**src/rtl/sign_mag_sub_serial.sv**
```systemverilog
// Bit-serial sign-magnitude subtractor: diff = a - b, one magnitude bit per cycle, LSB first.
// Three-state FSM (idle/calc/done); diff and ovf are registered and held between results.
module sign_mag_sub_serial #(
  parameter int unsigned N = 4
) (
  input  logic         clk,
  input  logic         rst,
  input  logic         start_i,
  input  logic [N-1:0] a_i,
  input  logic [N-1:0] b_i,
  output logic         busy_o,
  output logic         done_o,
  output logic [N-1:0] diff_o,
  output logic         ovf_o
);

  localparam int unsigned M    = N - 1;
  localparam int unsigned CntW = $clog2(N);
  localparam logic [CntW-1:0] LastCnt = CntW'(N - 2);

  typedef enum logic [1:0] {StIdle, StCalc, StDone} state_e;

  state_e          state_q, state_d;
  logic [CntW-1:0] cnt_q, cnt_d;
  logic            carry_q, carry_d;
  logic [M-1:0]    max_q, max_d, min_q, min_d, res_q, res_d;
  logic            sign_q, sign_d, same_q, same_d;
  logic [N-1:0]    diff_q, diff_d;
  logic            ovf_q, ovf_d;

  logic [M-1:0]    mag_a, mag_b, res_next;
  logic            a_gt_b;
  logic [1:0]      step;

  assign mag_a  = a_i[M-1:0];
  assign mag_b  = b_i[M-1:0];
  assign a_gt_b = mag_a > mag_b;

  // step[1] is carry-out (add) or borrow-out (subtract), step[0] the result bit
  always_comb begin
    if (same_q) begin
      step = {1'b0, max_q[0]} + {1'b0, min_q[0]} + {1'b0, carry_q};
    end else begin
      step = {1'b0, max_q[0]} - {1'b0, min_q[0]} - {1'b0, carry_q};
    end
  end

  assign res_next = {step[0], res_q[M-1:1]};

  always_comb begin
    state_d = state_q;
    cnt_d   = cnt_q;
    carry_d = carry_q;
    max_d   = max_q;
    min_d   = min_q;
    res_d   = res_q;
    sign_d  = sign_q;
    same_d  = same_q;
    diff_d  = diff_q;
    ovf_d   = ovf_q;
    unique case (state_q)
      StIdle: begin
        if (start_i) begin
          state_d = StCalc;
          cnt_d   = '0;
          carry_d = 1'b0;
          res_d   = '0;
          max_d   = a_gt_b ? mag_a : mag_b;
          min_d   = a_gt_b ? mag_b : mag_a;
          sign_d  = a_gt_b ? a_i[M] : ~b_i[M];
          // b's sign is inverted, so equal effective signs means a and b signs differ
          same_d  = a_i[M] ^ b_i[M];
        end
      end
      StCalc: begin
        max_d   = max_q >> 1;
        min_d   = min_q >> 1;
        carry_d = step[1];
        res_d   = res_next;
        cnt_d   = cnt_q + 1'b1;
        if (cnt_q == LastCnt) begin
          state_d = StDone;
          diff_d  = (res_next == '0) ? '0 : {sign_q, res_next};
          ovf_d   = same_q & step[1];
        end
      end
      StDone: state_d = StIdle;
      default: state_d = StIdle;
    endcase
  end

  always_ff @(posedge clk or posedge rst) begin
    if (rst) begin
      state_q <= StIdle;
      cnt_q   <= '0;
      carry_q <= 1'b0;
      max_q   <= '0;
      min_q   <= '0;
      res_q   <= '0;
      sign_q  <= 1'b0;
      same_q  <= 1'b0;
      diff_q  <= '0;
      ovf_q   <= 1'b0;
    end else begin
      state_q <= state_d;
      cnt_q   <= cnt_d;
      carry_q <= carry_d;
      max_q   <= max_d;
      min_q   <= min_d;
      res_q   <= res_d;
      sign_q  <= sign_d;
      same_q  <= same_d;
      diff_q  <= diff_d;
      ovf_q   <= ovf_d;
    end
  end

  assign busy_o = (state_q != StIdle);
  assign done_o = (state_q == StDone);
  assign diff_o = diff_q;
  assign ovf_o  = ovf_q;

endmodule
```
**config.mk**
```make
export PLATFORM = sky130hd
export DESIGN_NAME = sign_mag_sub_serial
export DESIGN_NICKNAME = d
export VERILOG_FILES = /design/src/rtl/sign_mag_sub_serial.sv
export SDC_FILE = /design/constraint.sdc
export NUM_CORES = 1
export LEC_CHECK = 0
export ABC_AREA = 1
export CAP_MARGIN = 20
export CORE_MARGIN = 2
export CORE_UTILIZATION = 28
export CTS_CLUSTER_DIAMETER = 60
export DETAILED_ROUTE_END_ITERATION = 6
export MAX_ROUTING_LAYER = met4
export PLACE_DENSITY_LB_ADDON = 0.05
export SYNTH_ARGS = -nofsm -noshare
export SYNTH_HDL_FRONTEND = slang
export SYNTH_SLANG_ARGS = --single-unit
```
**constraint.sdc**
```tcl
create_clock -name clk -period 3.02 [get_ports clk]
set_input_delay 0.906 -clock clk [delete_from_list [all_inputs] [get_ports clk]]
set_output_delay 0.906 -clock clk [all_outputs]
set_load 0.05 [all_outputs]
```
### Met1 routing, run 1

The bar under the picture is 20 um long.
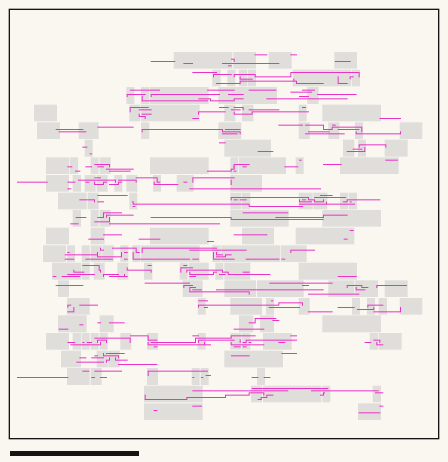
138 nets have wire on it. The layer holds 49% of the routed length. The layer carries 972 um of wire. The wires run mostly horizontal.
DR vias: 832
final wirelength: 2000 um
met1 usage: 0.140

### M2 wires, run 1

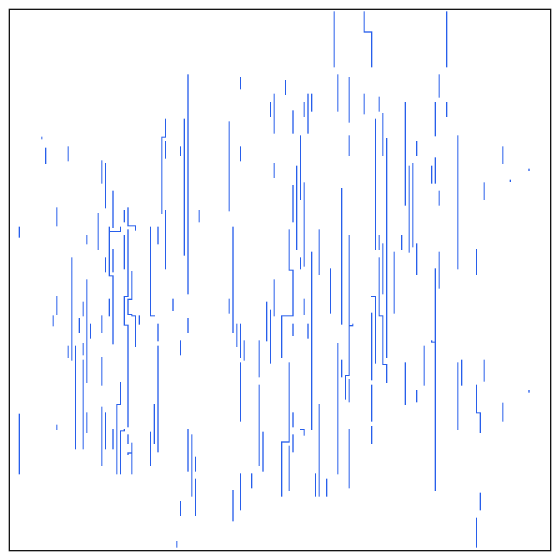
The layer carries 936 um of wire. The layer holds 47% of the routed length. The wires run mostly vertical.
met2 Track Usage GR: 0.205

==> run notes, run 1 <==
yosys + openroad results -> outcome complete, no violations, CP max FO 3, count of library flops with an enable pin 0, WL met3 66 um, max-slew violations 0, DR pass1 iterations 4, Final setup viols 0, Worst Skew 0.00312 ns, crit start category register, Final ANT Viol Nets 0, final instance area 1370 sq um, area grow syn2layout 26.3%, Die Span X 66.3 um, Commonest Layout Cell nand2_1, top cells by count nand2_1 (27), dfrtp_1 (20), inv_1 (19), WP data required 2.11 ns, worst reg2reg path depth 5, Main area contributors dfrtp_1 (46%), nand2_1 (9.3%), nand3_1 (8.3%), vias per cell 4.33, Residual DRC 0, postcts setup bufs 0, total I/O pin count 18, cts hold-fix bufs 0, total gr overflow 0, CTS tree built, Inserted Clock Buffers 3, P_leak 0.675 nW, Cell Type Count 22, Tot Pwr 1.35 mW, CP Capture Point done_o, Util after Layout 0.372, yosys cell count 123, Dominant comb cell simple AND/OR/NAND/NOR gates, Max VDD drop approximately 0.23 mV, worst hold path startpoint ovf_o, count of state elements after synthesis 20, M1 WL 972 um, chip area roughly 4400 sq um, yosys stat chip area 1090 sq um, tool warnings 27, Worst R2R Start carry_q, number of cells on the critical path 3, Critical Path, Cell by Cell inv_1, nor2_1, clkdlybuf4s50_1, I/O Buffers 17, wire length per cell 10.4 um, post-synthesis simple-gate area fraction 0.256, Inst Count DP 188, metal2 WL around 940 um, CP max stage delay 0.80 ns, GR peak layer met2, Reg clk slew, reported paths 0.07 ns, Main synth FF type dfrtp_1, Clock Latency Late Sink 0.25 ns, P_comb roughly 0.69 mW, cell area after placement between 1000 and 1500 sq um, Bufs on Longest Clock Path 2, fin nets 162, fp util 0.294, gr usage total 0.120, maxcap violations 0, Synth Seq Share 0.461, share of layout cells above drive strength 1 0.132, first-pass GRT wire length 3970 um, critical path class register to output pin, row cnt 22, Post-Synth XOR/XNOR Area 0.00806, largest area contributor in the netlist dfrtp_1, worst setup margin 0.498 ns, Reg power frac 0.339, CP max stage cell clkdlybuf4s50_1, Max Fclk between 300 and 400 MHz, dpl hpwl 1600 um, Top-area cell share 0.461, GRT met3 Usage 0.0204, GPL Wtd Cong 0.708, CP Capture Type output pin, Hold Path Cell Cnt 2, initial DRC count 37, post-synth design cell area 1090 sq um, P_int 0.745 mW, Die Y about 66 um, ant diodes 0, # clock sinks 20, vias in the first global route 935, root buf cell clkbuf_8, Final Hold Vio Count 0, Period minus WS final 2.52 ns, Mapped Cells approximately 120, top sig layer met4, clock share of power 0.149, Min-Delay Path Class register to register, Top delay family on crit path buffers and inverters, net count of the mapped netlist 140, RSZ-0062 raised after global routing false, Compound Share, Synth 0.0991, NetSw between 0.6 and 0.7 mW, Pwr top combinational cells
### Metal 3, run 1

The bar under the picture is 20 um long.
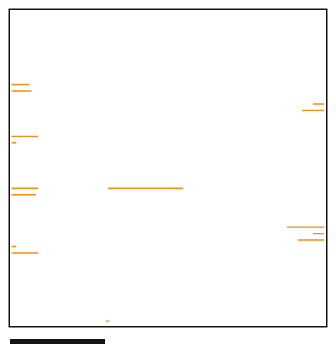
The longest straight run is 15.4 um. The layer holds 3.3% of the routed length.

==> run 1: state kept, by name, summed over array words and instances, names as in the netlist <==
| register | count |
|---|---|
| carry_q | 1 |
| cnt_q | 2 |
| diff_o | 4 |
| max_q | 3 |
| min_q | 3 |
| ovf_o | 1 |
| res_q | 2 |
| same_q | 1 |
| sign_q | 1 |
| state_q | 2 |
==> run 1: cells by family after synthesis <==
group / Yosys count
buf+inv: 23
fa+ha+maj: 6
xor+xnor: 1
compound gates: 17
mux: 1
flops: 20
simple gates: 55
==> run 1: final cells by class <==
type                            count  area, sq um
Fill cell                         409         2320
Sequential cell                    20          500
Multi-Input combinational cell     80          494
Timing Repair Buffer               17          170
Inverter                           23         91.3
Tap cell                           48         60.1
Clock buffer                        4         55.1
==> run 2, diff against run 1 <==
- clock period: 3.02 -> 2.6 ns (I/O delays scaled with it)
==> run 2 against run 1 <==
  * Worst hold slack got worse by 0.00065 ns
  * Critical path depth did not move
  * Via count rose by 1.4%
  * Global-route usage rose by 0.097 points
  * Wire length rose by 3.1%
  * Clock power rose by 19%
  * Sequential cell count did not move
  * Critical endpoint unchanged
==> run notes, run 2 <==
yosys + openroad results -> outcome complete, no violations, CLK BUF 4, Min-Delay Path Class register to register, Main area contributors dfrtp_1 (46%), nand2_1 (9.3%), nand3_1 (8.3%), DR vias 844, worst hold path startpoint ovf_o, CP max stage cell clkdlybuf4s50_1, DR pass1 iterations 4, Critical Path, Cell by Cell inv_1, nor2_1, clkdlybuf4s50_1, cell area after placement 1320 sq um, Layout clock area frac 0.0399, Final ANT Viol Nets 0, chip area 4390 sq um, vias per cell about 4.4, Cell Type Count 22, top cells by count nand2_1 (27), dfrtp_1 (20), inv_1 (19), worst reg2reg path depth 5, worst setup margin between 0.2 and 0.25 ns, Bufs on Longest Clock Path 2, total gr overflow 0, crit start category register, GR peak layer met2, gr usage total 0.121, Comb area share 0.358, share of layout cells above drive strength 1 0.138, Die Span X approximately 66 um, vias in the first global route 896, post-synth design cell area 1090 sq um, n_taps between 40 and 50, GPL Wtd Cong just over 0.7, root buf cell clkbuf_8, GRT met3 Usage 0.0204, CP Capture Point done_o, Top-area cell share 0.461, CP Capture Type output pin, max reg flops 4, P_leak 0.680 nW, I/O Buffers 17, top cell category sequential cells, count of state elements after synthesis 20, Commonest Layout Cell nand2_1, fill count 406, final wirelength 2070 um, top sig layer met4, CTS tree built, Worst Skew around 0.0036 ns, area grow syn2layout 27.0%, Top delay family on crit path buffers and inverters, Final Hold Vio Count 0, cts hold-fix bufs 0, WL met3 68 um, final instance area approximately 1400 sq um, postcts setup bufs 0, count of library flops with an enable pin 0, CP max stage delay 0.80 ns, WP data required 1.82 ns, non-clk buf share 0.129, first-pass GRT wire length 3900 um, max-slew violations 0, fp util 0.294, net count of the mapped netlist 140, Mapped Cells ~120, register area 500 sq um, Main synth FF type dfrtp_1, # clock sinks 20, Synth Seq Share 0.461, wire length per cell 10.7 um, tool warnings 27, dpl hpwl 1600 um, Max Fclk 417 MHz, Clock Latency Late Sink 0.26 ns, Inst Count DP around 190, maxcap violations 0
-- run 2: cell counts after synthesis --
Identical to the previous run, type by type.
-- run 2: power breakdown --
part / leakage, nW / switching (mW) / internal [mW]
combinational: 0.397 / 0.524 / 0.280
sequential: 0.254 / 0.0790 / 0.451
clock: 0.0288 / 0.105 / 0.135
-- run 2: logic make-up (layout without fill, tap and decap cells) --
| kind of cell | count (synthesis) | count (layout) | synth area share |
|---|---|---|---|
| buffers and inverters | 23 | 45 | 0.0841 |
| xor gates and xnor gates | 1 | 1 | 0.00807 |
| DFF | 20 | 20 | 0.461 |
| AOI/OAI and AO/OA | 17 | 17 | 0.0991 |
| and+or+nand+nor | 55 | 55 | 0.256 |
| muxes | 1 | 1 | 0.00922 |
| adders and majority gates | 6 | 6 | 0.0830 |
### Drive-strength map, run 2

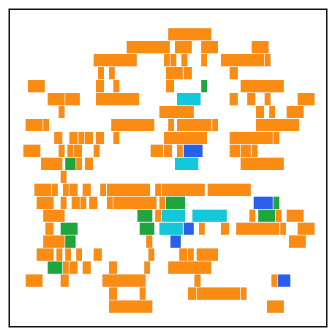
Key: drive 1 or less = orange [cells 125]; drive 6 and up = cyan [cells 5]; drive 3 to 4 = blue [cells 5]; drive 2 = green [cells 10]

### Metal 3, run 2

The bar under the picture is 20 um long.
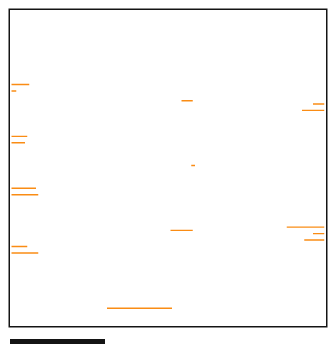
15 nets have wire on it. The wires run mostly horizontal. The layer carries 68.1 um of wire. The layer holds 3.3% of the routed length.

### M2 wires, run 2

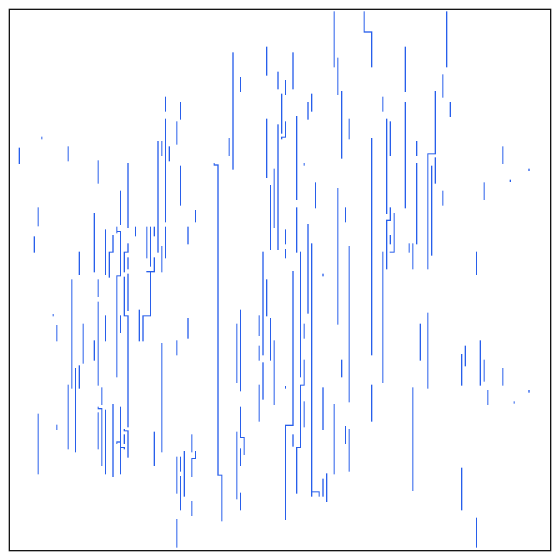
The longest straight run is 38.1 um. The layer carries 983 um of wire. 126 nets have wire on it. The layer holds 48% of the routed length.

No activity file was given, so power comes from the tool's default toggle rates.
